**src/rtl/cook_pkg.sv**
```systemverilog
// Shared types and constants for the microwave cook controller.
// Holds the state encoding, the BCD mm:ss layout and the quick-start preset.
package cook_pkg;

  localparam int DIG_W = 4;

  typedef logic [DIG_W-1:0] bcd_t;

  typedef enum logic [1:0] {
    IDLE    = 2'd0,
    COOKING = 2'd1,
    PAUSED  = 2'd2,
    DONE    = 2'd3
  } cook_state_e;

  typedef struct packed {
    bcd_t min_tens;
    bcd_t min_ones;
    bcd_t sec_tens;
    bcd_t sec_ones;
  } mmss_t;

  localparam bcd_t  QS_SEC_TENS      = 4'd3;
  localparam bcd_t  QS_SEC_ONES      = 4'd0;
  localparam mmss_t QUICK_START_TIME = {4'd0, 4'd0, QS_SEC_TENS, QS_SEC_ONES};

endpackage

```
**src/rtl/mmss_down_counter.sv**
```systemverilog
// Four-digit BCD mm:ss register: keypad shift-in, clear, preset load and one-step decrement.
// Priority clear > load > shift > decrement; o_one flags that the next decrement reaches 00:00.
module mmss_down_counter
  import cook_pkg::*;
(
  input  logic  clk,
  input  logic  rst_n,
  input  logic  i_clr,
  input  logic  i_load,
  input  mmss_t i_load_val,
  input  logic  i_shift,
  input  bcd_t  i_digit,
  input  logic  i_dec,
  output mmss_t o_time,
  output logic  o_zero,
  output logic  o_one
);

  mmss_t r_time;
  mmss_t w_dec;

  // Seconds above 59 are left alone; they simply count down like any other value.
  always_comb begin
    w_dec = r_time;
    if (r_time.sec_ones != '0) begin
      w_dec.sec_ones = r_time.sec_ones - 4'd1;
    end else if (r_time.sec_tens != '0) begin
      w_dec.sec_tens = r_time.sec_tens - 4'd1;
      w_dec.sec_ones = 4'd9;
    end else if (r_time.min_ones != '0) begin
      w_dec.min_ones = r_time.min_ones - 4'd1;
      w_dec.sec_tens = 4'd5;
      w_dec.sec_ones = 4'd9;
    end else if (r_time.min_tens != '0) begin
      w_dec.min_tens = r_time.min_tens - 4'd1;
      w_dec.min_ones = 4'd9;
      w_dec.sec_tens = 4'd5;
      w_dec.sec_ones = 4'd9;
    end
  end

  always_ff @(posedge clk or negedge rst_n) begin
    if (!rst_n) begin
      r_time <= '0;
    end else if (i_clr) begin
      r_time <= '0;
    end else if (i_load) begin
      r_time <= i_load_val;
    end else if (i_shift) begin
      r_time <= {r_time.min_ones, r_time.sec_tens, r_time.sec_ones, i_digit};
    end else if (i_dec) begin
      r_time <= w_dec;
    end
  end

  assign o_time = r_time;
  assign o_zero = (r_time == '0);
  assign o_one  = (r_time == {12'h000, 4'd1});

endmodule

```
**src/rtl/cook_timer_ctrl.sv**
```systemverilog
// Microwave cook controller: 1 Hz tick sync/edge-detect, keypad entry, start/pause/cancel FSM.
// Optional COOK_QUICK_START_EN: start at 00:00 with the door closed preloads 00:30 and cooks.
module cook_timer_ctrl
  import cook_pkg::*;
#(
  parameter int DONE_TICKS = 3
) (
  input  logic       clk,
  input  logic       rst_n,
  input  logic       tick_in,
  input  logic       key_valid,
  input  logic [3:0] key_digit,
  input  logic       start,
  input  logic       stop_clear,
  input  logic       door_closed,
  output logic       magnetron_on,
  output logic [3:0] min_tens,
  output logic [3:0] min_ones,
  output logic [3:0] sec_tens,
  output logic [3:0] sec_ones,
  output logic [1:0] state,
  output logic       done
);

  localparam int CNT_W = $clog2(DONE_TICKS + 1);

  logic             r_sync1, r_sync2, r_edge;
  logic             w_tick;
  cook_state_e      r_state, w_next;
  logic             r_mag, r_done;
  logic [CNT_W-1:0] r_cnt, w_cnt_nxt;
  logic             w_clr, w_load, w_shift, w_dec;
  logic             w_zero, w_one;
  mmss_t            w_time;

  always_ff @(posedge clk or negedge rst_n) begin
    if (!rst_n) begin
      r_sync1 <= 1'b0;
      r_sync2 <= 1'b0;
      r_edge  <= 1'b0;
    end else begin
      r_sync1 <= tick_in;
      r_sync2 <= r_sync1;
      r_edge  <= r_sync2;
    end
  end

  assign w_tick = r_sync2 & ~r_edge;

  always_comb begin
    w_next    = r_state;
    w_clr     = 1'b0;
    w_load    = 1'b0;
    w_shift   = 1'b0;
    w_dec     = 1'b0;
    w_cnt_nxt = r_cnt;
    case (r_state)
      IDLE: begin
        if (stop_clear) begin
          w_clr = 1'b1;
        end else if (start) begin
          if (door_closed && !w_zero) begin
            w_next = COOKING;
          end
`ifdef COOK_QUICK_START_EN
          else if (door_closed) begin
            w_load = 1'b1;
            w_next = COOKING;
          end
`endif
        end else if (key_valid && (key_digit <= 4'd9)) begin
          w_shift = 1'b1;
        end
      end
      COOKING: begin
        // A tick coinciding with a pause is dropped so the displayed time is what was cooked.
        if (!door_closed || stop_clear) begin
          w_next = PAUSED;
        end else if (w_tick) begin
          w_dec = 1'b1;
          if (w_one) w_next = DONE;
        end
      end
      PAUSED: begin
        if (stop_clear) begin
          w_clr  = 1'b1;
          w_next = IDLE;
        end else if (start && door_closed) begin
          w_next = COOKING;
        end
      end
      DONE: begin
        if (stop_clear || key_valid) begin
          w_clr     = 1'b1;
          w_next    = IDLE;
          w_cnt_nxt = '0;
        end else if (w_tick) begin
          if (r_cnt == CNT_W'(DONE_TICKS - 1)) begin
            w_next    = IDLE;
            w_cnt_nxt = '0;
          end else begin
            w_cnt_nxt = r_cnt + CNT_W'(1);
          end
        end
      end
      default: w_next = IDLE;
    endcase
  end

  always_ff @(posedge clk or negedge rst_n) begin
    if (!rst_n) begin
      r_state <= IDLE;
      r_mag   <= 1'b0;
      r_done  <= 1'b0;
      r_cnt   <= '0;
    end else begin
      r_state <= w_next;
      r_mag   <= (w_next == COOKING);
      r_done  <= (w_next == DONE);
      r_cnt   <= w_cnt_nxt;
    end
  end

  mmss_down_counter u_mmss (
    .clk        (clk),
    .rst_n      (rst_n),
    .i_clr      (w_clr),
    .i_load     (w_load),
    .i_load_val (QUICK_START_TIME),
    .i_shift    (w_shift),
    .i_digit    (key_digit),
    .i_dec      (w_dec),
    .o_time     (w_time),
    .o_zero     (w_zero),
    .o_one      (w_one)
  );

  assign magnetron_on = r_mag;
  assign done         = r_done;
  assign state        = r_state;
  assign min_tens     = w_time.min_tens;
  assign min_ones     = w_time.min_ones;
  assign sec_tens     = w_time.sec_tens;
  assign sec_ones     = w_time.sec_ones;

endmodule

```
**config.mk**
```make
export PLATFORM = sky130hd
export DESIGN_NAME = cook_timer_ctrl
export DESIGN_NICKNAME = d
export VERILOG_FILES = /design/src/rtl/cook_pkg.sv /design/src/rtl/mmss_down_counter.sv /design/src/rtl/cook_timer_ctrl.sv
export SDC_FILE = /design/constraint.sdc
export NUM_CORES = 1
export LEC_CHECK = 0
export CAP_MARGIN = 10
export CORE_MARGIN = 1
export CORE_UTILIZATION = 35
export CTS_BUF_LIST = sky130_fd_sc_hd__clkbuf_4 sky130_fd_sc_hd__clkbuf_8
export DETAILED_ROUTE_END_ITERATION = 16
export PLACE_DENSITY_LB_ADDON = 0.25
export SLEW_MARGIN = 20
export SYNTH_ARGS = -nofsm -noshare
export SYNTH_HDL_FRONTEND = slang
export SYNTH_SLANG_ARGS = --single-unit
```
**constraint.sdc**
```tcl
create_clock -name clk -period 2.55 [get_ports clk]
set_input_delay 0.765 -clock clk [delete_from_list [all_inputs] [get_ports clk]]
set_output_delay 0.765 -clock clk [all_outputs]
set_load 0.005 [all_outputs]
```
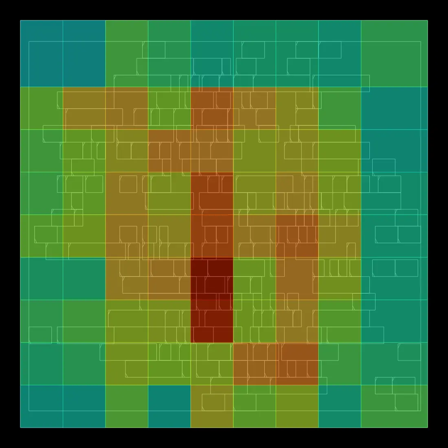
Figure 1: congestion heat map.
Post-Route Utilization: 50.1%
DR WL/cell: 14.3 microns
GRT Max-Usage Layer: met2

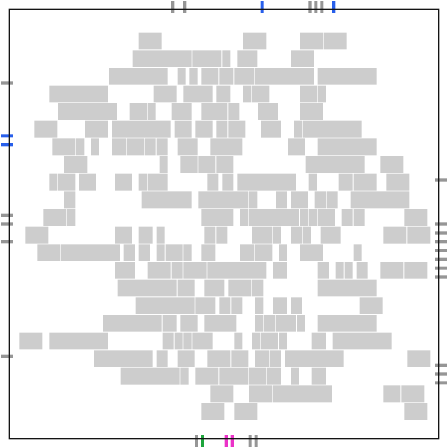
Figure 2: pin placement.
Pins as bars across the die edge, other pins in gray.
- `stop_clear`: green (pins 1; direction input; edge bottom)
- `state`: magenta (pins 2; direction output; edge bottom)
- `min_ones`: blue (pins 4; direction output; edge 2 left, 2 top)
- all pins by edge: 11 right, 7 left, 7 top, 6 bottom

==> metrics.cfg <==
[global_routing]
grt_pass1_vias = 1253
grt_overflow = 0
grt_max_degree = 26
grt_pass1_wl_microns = 5870
antenna_found_initial = 0
track_usage_pct = 17.6

[finish]
antenna_cells = 0
comb_area_sq_um = 758
n_fill_cell = 364
synthToLayoutAreaGrowth_pct = 32.8
finalNonFillerCells = 240
seq_area_sq_um = 626
lay_top_count = clkdlybuf4s50_1
layout-drive-gt1-share_pct = 10.9
mostFrequentLayoutCells = 30 x clkdlybuf4s50_1, 25 x dfrtp_1, 20 x nor2_1
nets = 206

[final_timing]
maxSlewHeadroom_pct = 57.9
finalSetupViolCount = 0
clock_skew_ns = 0.00232
fmax_mhz = 415
drv_slew = 0
post-route-min-period_ns = 2.41
rsz0062_at_grt = no
hold_ws_ns = 0.359
finalCritPeriodShare_pct = 94.6
finalWorstSetupSlack_ns = 0.138
tightest_slew_ns = 0.623
hold_violations = 0

[power]
p_switching_uw = 280
p_seq_share_pct = 49.2
pwr-share-comb_pct = 24.8
ir_worst_vdd_mv = 0.226
p_leak_uw = 0.000787
power.density_nw_per_um2 = 497
internal-power_uw = 664
total_power_uw = 944
clockPowerShare_pct = 25.9
p_sw_share_pct = 29.7

[clocking]
insertion_delay_ns = 0.26
clock-root-buffer = clkbuf_8
holdBufCountCts = 0
cts_tree = yes
path_clk_slew_ns = 0.09
cts_made_buffers = 3
postCtsSetupBuffers = 0
htree_levels = 1
cts-resized-gates = 0
cts_sinks = 25
cts_buffer_depth = 2

[synthesis]
yosysChipArea_sq_um = 1430
synth-async-reset-ratio_pct = 100
syn_area_per_cell_sq_um = 9.43
yosysUniqueCellTypes = 39
synth-edff-count = 0
netlist_area_sq_um = 1430
top_area_share_pct = 43.7
yosys_warnings = 0
ys_seq_share_pct = 43.7
top_cells_by_area = dfrtp_1 44%, a211oi_1 5.2%, nor2_1 5.2%
synth_flops = 25
syn-num-nets = 165
synthCells = 152
ys_cells = 152
yosysTopAreaCell = dfrtp_1
ys.flop_type = dfrtp_1

[min_path]
hp-start = r_sync1
whs_path_depth = 0
min_path_type = reg -> reg
min_to = r_sync2

[route]
route.vias.total = 1331
firstDrtPassIters = 4
drc_errors = 0
ant_nets = 0
wl_microns = 3440
drtIter0Drc = 81
post_drt_via_cell_ratio = 5.55

[die]
fp_util_pct = 37.7
core-area_sq_um = 3800
die_h_microns = 66.0
num_io_pins = 31
row_count = 22
fp.dieW_microns = 66.0
dieArea_sq_um = 4350

[placement]
io_buffers = 30
dp_hpwl_microns = 2570
gp_congestion = 0.856
pre_cts_slack_ns = -0.131
dp_cells = 236

[critical_path]
r2r-end = magnetron_on
worstPathArrival_ns = 2.62
start_kind = input pin
reg2reg_setup_slack_ns = 0.30
timing.rr.start = u_mmss.o_time[12]
cp-end-kind = flip-flop
critPathMaxFanout = 4
path_class = in -> reg
r2r_cells = 7
cp_data_required_time_ns = 2.75

[status]
status = finished clean

[flow_run]
tool_warnings = 27
maxCapViolCount = 0

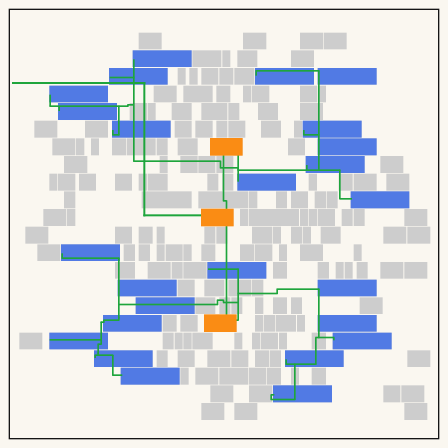
Figure 3: clock wires, drivers and flops.
- clock-net drivers: orange (count 3)
- flip-flops: blue (count 25)
- clock wires: green (length 316 microns)
- routed clock nets: 4

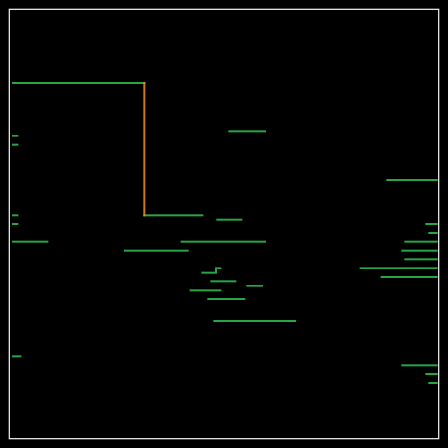
Figure 4: signal wires by layer.
Only two layers are drawn.
- M4: orange (wire length 20.4 microns)
- M3: green (wire length 156 microns)

## worst max-delay path, cell delays in order
cell             delay [ns]
clkdlybuf4s50_1        0.41
and4bb_2               0.37
nand4_4                0.14
or3_4                  0.41
or4_1                  0.41
nand3_1                0.11
## metrics by stage
step | util [%] | cell area [sq um] | TNS (ns)
6_report | 50.1 | 1900 | 0
5_1_grt | 50.1 | 1900 | 0
4_1_cts | 50.1 | 1900 | 0
3_5_place_dp | 48.8 | 1850 | -0.273
3_3_place_gp | 48.8 | 1850 | -0.0910
2_1_floorplan | - | 1430 | 0
## metal layers
layer	GRT usage (%)	part of all wire (%)	routed length, microns
met2	26.5	45	1540
met5	0	0	0
met4	5.59	0.58	20
met3	2.24	4.5	155
met1	25.8	50	1720
## area by class of cell
type	instances	area share [%]
Clock buffer	4	2.57
Tap cell	48	3.16
Multi-Input combinational cell	114	39.9
Timing Repair Buffer	40	19.7
Inverter	9	1.78
Sequential cell	25	32.9
## how the worst max path moves through the flow
stage,from,to,depth (start not counted)
finish,stop_clear,u_mmss.o_time[13],6
global route,stop_clear,u_mmss.o_time[14],7
CTS,stop_clear,u_mmss.o_time[13],6
detailed placement,stop_clear,u_mmss.o_time[13],6
global placement,stop_clear,u_mmss.o_time[13],6
floorplan,stop_clear,u_mmss.o_time[13],5
## sequential cells by signal, summed over array words and instances (netlist names)
signal         cells
u_mmss.o_time     16
r_sync2            1
done               1
r_cnt              2
magnetron_on       1
r_edge             1
r_sync1            1
state              2
## cells in the mapped netlist, types with 2 or more instances
master	n
dfrtp_1	25
nor2_1	20
a211oi_1	10
o21ai_0	10
inv_1	9
nand2_1	8
a21oi_1	6
nand3_1	6
nor3_1	6
clkbuf_1	4
nor2b_1	4
xnor2_1	4
mux2i_1	3
or4_1	3
a311oi_1	2
ha_1	2
nand2b_1	2
nand4_1	2
nand4b_1	2
nor3b_1	2
nor4_1	2
nor4_4	2
nor4b_1	2
## power by group through the flow
stage / logic, uW / clock network, uW / registers [uW]
finish: 235 / 245 / 465
global route: 259 / 268 / 472
CTS: 235 / 250 / 465
detailed placement: 234 / 0 / 472
global placement: 231 / 0 / 471
floorplan: 126 / 0 / 464
## kinds of logic after synthesis
kind of cell / count (synthesis) / synth area share (%)
XOR/XNOR: 5 / 3.06
multiplexers: 3 / 2.10
adder cells (fa/ha/maj): 2 / 1.75
flip-flops: 25 / 43.7
buffers and inverters: 13 / 3.41
AND-OR/OR-AND: 36 / 16.9
AND/OR/NAND/NOR: 68 / 29.1
Power is estimated from default activity; no workload was simulated.
